==> run_1/placement_by_type.png <==
Drawn at 3 px/um.
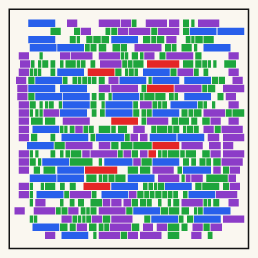
==> run_1/clocks.png <==
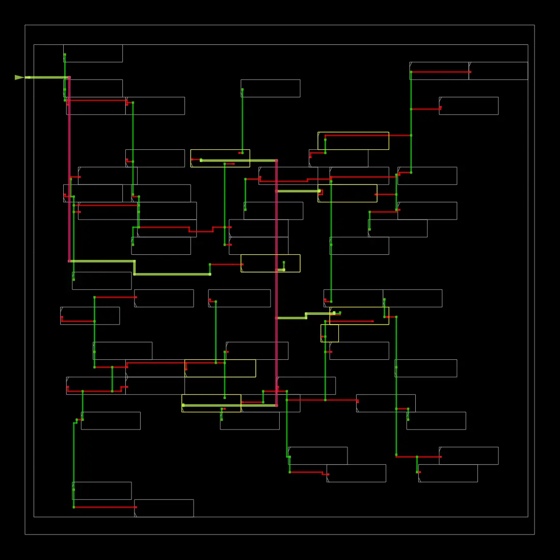
==> run_1/layer_met3.png <==
Drawn at 4 px/um.
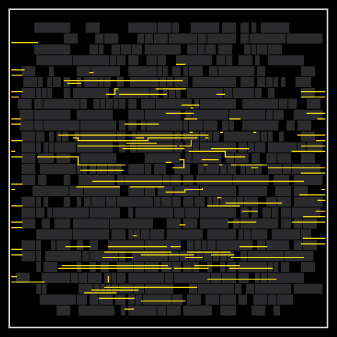
<file path="config.mk">
export PLATFORM = sky130hd
export DESIGN_NAME = dc_req_upload
export DESIGN_NICKNAME = d
export VERILOG_FILES = /design/src/rtl/dc_req_upload.sv
export SDC_FILE = /design/constraint.sdc
export NUM_CORES = 1
export LEC_CHECK = 0
export ABC_AREA = 1
export CAP_MARGIN = 20
export CORE_UTILIZATION = 43
export CTS_BUF_LIST = sky130_fd_sc_hd__clkbuf_16
export CTS_CLUSTER_DIAMETER = 80
export CTS_CLUSTER_SIZE = 14
export DETAILED_ROUTE_END_ITERATION = 6
export GPL_TIMING_DRIVEN = 1
export PLACE_DENSITY_LB_ADDON = 0.1
export SYNTH_ARGS = -nofsm -noshare
export SYNTH_HDL_FRONTEND = slang
export SYNTH_SLANG_ARGS = --single-unit
</file>
<file path="constraint.sdc">
create_clock -name clk -period 1.5 [get_ports clk]
set_clock_uncertainty 0.1 [all_clocks]
set_input_delay 0.3 -clock clk [delete_from_list [all_inputs] [get_ports clk]]
set_output_delay 0.3 -clock clk [all_outputs]
set_load 0.1 [all_outputs]
</file>
<file path="src/rtl/dc_req_upload.sv">
// Data-cache request upload serializer: captures one 48-bit request while idle
// and streams it as three 16-bit flits, head first, under the req FIFO ready handshake.
module dc_req_upload (
  input  logic        clk,
  input  logic        rst,
  input  logic [47:0] dc_flits_req,
  input  logic        v_dc_flits_req,
  input  logic        req_fifo_rdy,
  output logic [15:0] dc_flit_out,
  output logic        v_dc_flit_out,
  output logic        dc_req_upload_state
);

  typedef enum logic {
    IDLE = 1'b0,
    BUSY = 1'b1
  } state_t;

  state_t      state_reg;
  logic [1:0]  cnt_reg;
  logic [47:0] req_reg;
  logic [15:0] flit [4];

  // Flit view of the held request; slot 3 is unreachable and reads as zero.
  genvar gi;
  generate
    for (gi = 0; gi < 3; gi++) begin : g_flit
      assign flit[gi] = req_reg[47-16*gi -: 16];
    end
  endgenerate
  assign flit[3] = 16'h0000;

  always_ff @(posedge clk or posedge rst) begin
    if (rst) begin
      state_reg <= IDLE;
      cnt_reg   <= 2'd0;
      req_reg   <= 48'h0;
    end else begin
      case (state_reg)
        IDLE: begin
          if (v_dc_flits_req) begin
            req_reg   <= dc_flits_req;
            cnt_reg   <= 2'd0;
            state_reg <= BUSY;
          end
        end
        BUSY: begin
          if (req_fifo_rdy) begin
            // Last flit leaving takes priority; any new request waits for IDLE.
            if (cnt_reg == 2'd2) begin
              cnt_reg   <= 2'd0;
              req_reg   <= 48'h0;
              state_reg <= IDLE;
            end else begin
              cnt_reg <= cnt_reg + 2'd1;
            end
          end
        end
        default: state_reg <= IDLE;
      endcase
    end
  end

  always_comb begin
    v_dc_flit_out = 1'b0;
    dc_flit_out   = 16'h0000;
    if (state_reg == BUSY) begin
      v_dc_flit_out = 1'b1;
      dc_flit_out   = flit[cnt_reg];
    end
  end

  assign dc_req_upload_state = state_reg;

endmodule

</file>
==> job_summary.md, run 1 <==
## PnR job results

| Metric | Value |
|---|---|
| FP Rows | `27` |
| Gr busiest metal | `met2` |
| DP Worst Slack | `-168 ps` |
| Fin worst setup slack | `-487 ps` |
| Biggest Area Class | `non-clock buffers` |
| M2 GR Usage | `38.5%` |
| Fill cell count | `326` |
| R2R Setup Slk | `-110 ps` |
| Yosys adder share | `0%` |
| Routed wl met3 | `about 820 um` |
| Top-area cell share | `49.8%` |
| Slowest stage delay, CP | `470 ps` |
| Status | `finished, violations left` |
| Area grow syn2layout | `78.8%` |
| Number of global-route vias before repair | `2,456` |
| Logic inverters | `21` |
| M1 GR Usage | `32.9%` |
| Crit path max-delay family | `flip-flops` |
| Clock-cell share of area | `under 10%` |
| Top cells by area | `dfrtp_1, nand2_1, nand3_1, buf_2, inv_1` |
| Yosys chip area | `~0.0026 sq mm` |
| Clock power share | `13.5%` |
| Non-Filler Instances | `496` |
| Flop area | `~0.0013 sq mm` |
| Placed insts | `about 470` |
| Flop+latch power | `2.30 mW` |
| Leakage dissipation | `between 2 and 2.5 nW` |
| Syn Nets | `383` |
| Final setup viols | `between 60 and 70` |
| RSZ-0062 raised after global routing | `yes` |
| Async SR Flop Fraction | `100%` |
| Total GRT Usage | `24.1%` |
| Nets | `475` |
| Top-count cell post-synth | `nand2_1` |
| #FFs+latches synth | `a little over 50` |
| CP startpoint kind | `flip-flop` |
| Failing checks | `negative setup slack` |
| Post-synthesis mux area share | `0%` |
Notes on placement_by_type.png above:
Key: blue = sequential cells [cells 51]; green = combinational and other logic [cells 256]; red = clock drivers and dummy loads [cells 8]; purple = remaining buffers and delay cells [cells 109]
Util after Layout: 81.2%
CORE AREA: 0.00564 sq mm
Seq/total area: 27.9%

Notes on clocks.png above:
Clock Sink Count: 51
Clk. pwr: 1.47 mW
sequential cells: 51
clk_buf instances: 5

Notes on layer_met3.png above:
81 nets have wire on it. The wires run mostly horizontal.
final WL: 9.66 mm
GRT met3 Usage: 4.37%
vias: 2,818

==> run 2, diff against run 1 <==
--- a/config.mk
+++ b/config.mk
@@ -17,3 +17,4 @@
 export SYNTH_ARGS = -nofsm -noshare
 export SYNTH_HDL_FRONTEND = slang
 export SYNTH_SLANG_ARGS = --single-unit
+export TNS_END_PERCENT = 20
==> run_2/layer_met3.png <==
Drawn at 4 px/um.
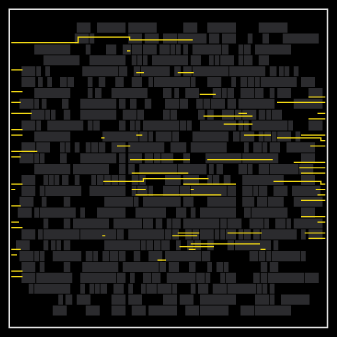
The wires run mostly horizontal. The longest straight run is 21.2 um. The layer carries 390 um of wire. 55 nets have wire on it. The layer holds 5.7% of the routed length.
vias: 2,431
GRT met3 Usage: 4.48%

==> run_2/placement_by_type.png <==
Drawn at 3 px/um.
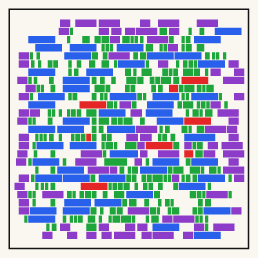
final instance area: 0.00395 sq mm
Util after Layout: 70.0%
Seq/total area: 32.5%
FP Rows: 27

==> run 2 against run 1 <==
  * The flow still finishes with violations (negative setup slack)
  * Routed wire length down 29%
  * Synthesized cell count unchanged
  * Final cell count down 4.6%
  * Largest cell class is now registers
  * Register-to-register slack better by 230 ps
  * Fmax up 2.3%
  * Power down 14%
  * Setup slack better by 45 ps
  * Non-clock buffer count down 22
  * Flip-flop count unchanged
  * Clock power down 22%
  * Design area down 14%
  * Sequential power about the same
==> job_summary.md, run 2 <==
## PnR job results

| Metric | Value |
|---|---|
| Status | `finished, violations left (unchanged)` |
| Failing checks | `negative setup slack (unchanged)` |
| CP startpoint kind | `flip-flop (unchanged)` |
| Syn Nets | `383 (unchanged)` |
| Logic inverters | `21 (unchanged)` |
| Fill cell count | `448 (was 326)` |
| Final WL | `6.84 mm (was 9.66 mm)` |
| M2 GR Usage | `36.3% (was 38.5%)` |
| Sequential cells | `51 (unchanged)` |
| #FFs+latches synth | `51 (unchanged)` |
| Number of global-route vias before repair | `2,441 (was 2,456)` |
| Clock power share | `12.2% (was 13.5%)` |
| RSZ-0062 raised after global routing | `yes (unchanged)` |
| Yosys chip area | `0.00256 sq mm (unchanged)` |
| DP Worst Slack | `-153 ps (was -168 ps)` |
| Gr busiest metal | `met2 (unchanged)` |
| Top-area cell share | `49.8% (unchanged)` |
| Final setup viols | `18 (was 68)` |
| Flop+latch power | `2.32 mW (was 2.30 mW)` |
| CORE AREA | `0.00564 sq mm (unchanged)` |
| Routed wl met3 | `389 um (was 821 um)` |
| Fin worst setup slack | `-441 ps (was -487 ps)` |
| Clock Sink Count | `51 (unchanged)` |
==> run_2/clocks.png <==
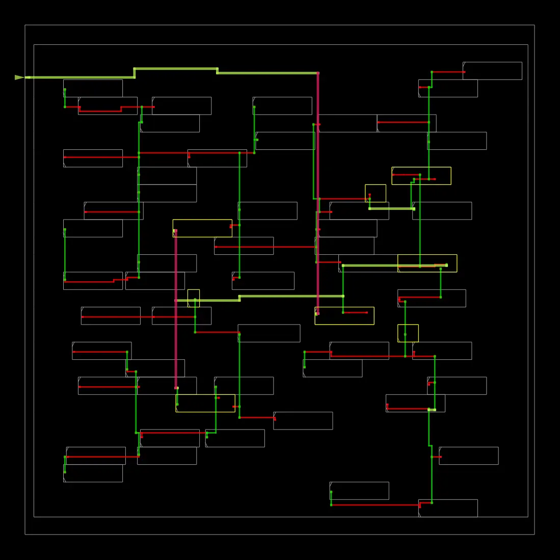
Inserted Clock Buffers: 5
Clk. pwr: 1.15 mW
worst skew pair latency: 290 ps

==> run 3, diff against run 2 <==
--- a/config.mk
+++ b/config.mk
@@ -7,12 +7,13 @@
 export LEC_CHECK = 0
 export ABC_AREA = 1
 export CAP_MARGIN = 20
-export CORE_UTILIZATION = 43
+export CORE_UTILIZATION = 26
 export CTS_BUF_LIST = sky130_fd_sc_hd__clkbuf_16
 export CTS_CLUSTER_DIAMETER = 80
 export CTS_CLUSTER_SIZE = 14
 export DETAILED_ROUTE_END_ITERATION = 6
 export GPL_TIMING_DRIVEN = 1
+export MAX_ROUTING_LAYER = met4
 export PLACE_DENSITY_LB_ADDON = 0.1
 export SYNTH_ARGS = -nofsm -noshare
 export SYNTH_HDL_FRONTEND = slang
==> run_3/clk_routes.png <==
Drawn at 4 px/um.
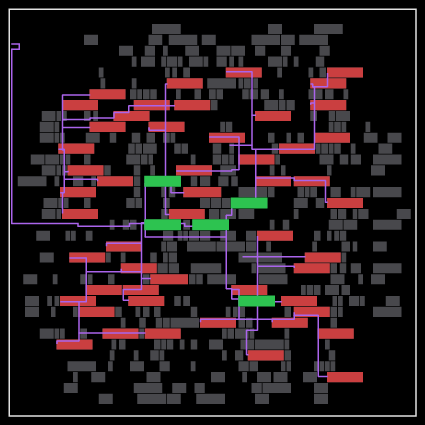
Key: green = clock drivers [count 5]; purple = clock wires [length 670 um]; red = flip-flops [count 51]
There are 6 routed clock nets.
worst skew pair latency: 280 ps
clock power share: 13.3%

==> run_3/placement_by_type.png <==
Drawn at 3 px/um.
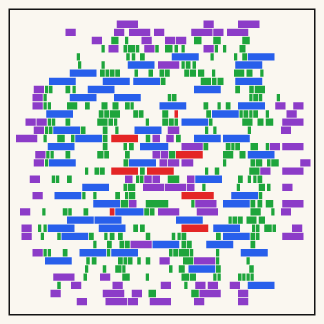
Key: purple = remaining buffers and delay cells [cells 90]; red = clock drivers and dummy loads [cells 8]; blue = sequential cells [cells 51]; green = combinational and other logic [cells 255]
CORE AREA: 0.00942 sq mm
Seq/total area: 31.8%
FP Rows: 35
final instance area: 0.00402 sq mm

==> run 3 against run 2 <==
  * The run still ends with negative setup slack left
  * Worst hold slack got worse by 2.5 ps
  * Flip-flop count did not move
  * Sequential share of layout area fell by 0.65 points
  * Synthesized area did not move
  * Via count fell by 2.8%
  * Routed wire length rose by 7.0%
==> job_summary.md, run 3 <==
## PnR job results

| Metric | Value |
|---|---|
| DP Worst Slack | `-190 ps (was -153 ps)` |
| Non-Filler Instances | `533 (was 473)` |
| M2 GR Usage | `24.6% (was 36.3%)` |
| Leakage dissipation | `1.91 nW (about the same)` |
| Final setup viols | `16 (was 18)` |
| Async SR Flop Fraction | `100% (unchanged)` |
| Failing checks | `negative setup slack (unchanged)` |
| Util after Layout | `42.7% (was 70.0%)` |
| GRT met3 Usage | `2.21% (was 4.48%)` |
| CP startpoint kind | `flip-flop (unchanged)` |
| Status | `finished, violations left (unchanged)` |
| Syn Nets | `383 (unchanged)` |
| Inserted Clock Buffers | `5 (unchanged)` |
| Top-area cell share | `49.8% (unchanged)` |
| Placed insts | `524 (was 464)` |
| Fin worst setup slack | `-482 ps (was -441 ps)` |
| Routed wl met3 | `228 um (was 389 um)` |
| RSZ-0062 raised after global routing | `yes (unchanged)` |
| Clock Sink Count | `51 (unchanged)` |
| Yosys chip area | `0.00256 sq mm (unchanged)` |
| Top-count cell post-synth | `nand2_1 (unchanged)` |
==> run_3/clocks.png <==
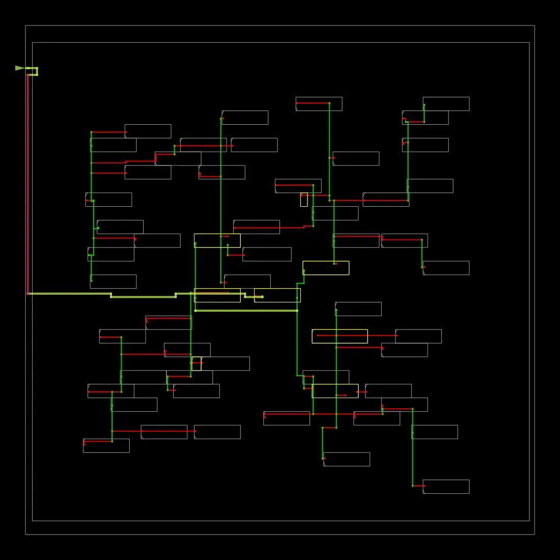
Clk. pwr: 1.26 mW


## Gallery

Nets reached from selected ports.
shot_01.png
Drawn at 6 px/um.
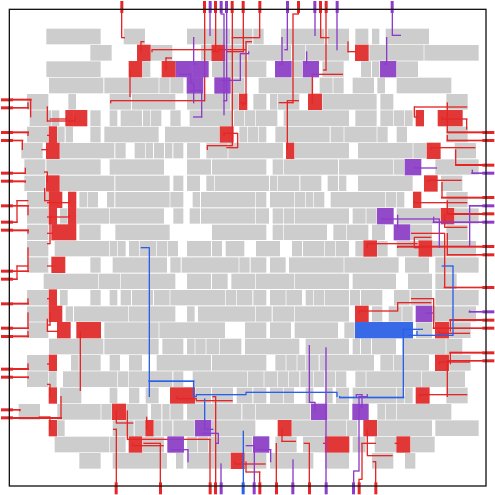
shot_02.png
Drawn at 4 px/um.
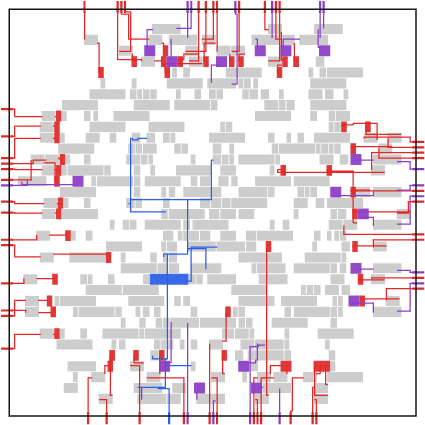
shot_03.png
Drawn at 6 px/um.
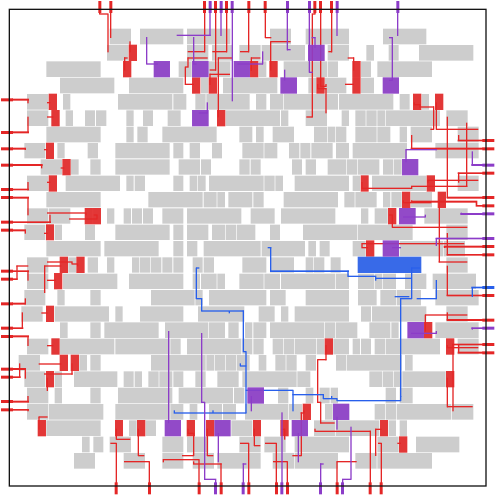
shot_02.png comes from run 3.
shot_01.png comes from run 1.
shot_03.png comes from run 2.
Of these, largest die: shot_02.png

No activity file was given, so power comes from the tool's default toggle rates.
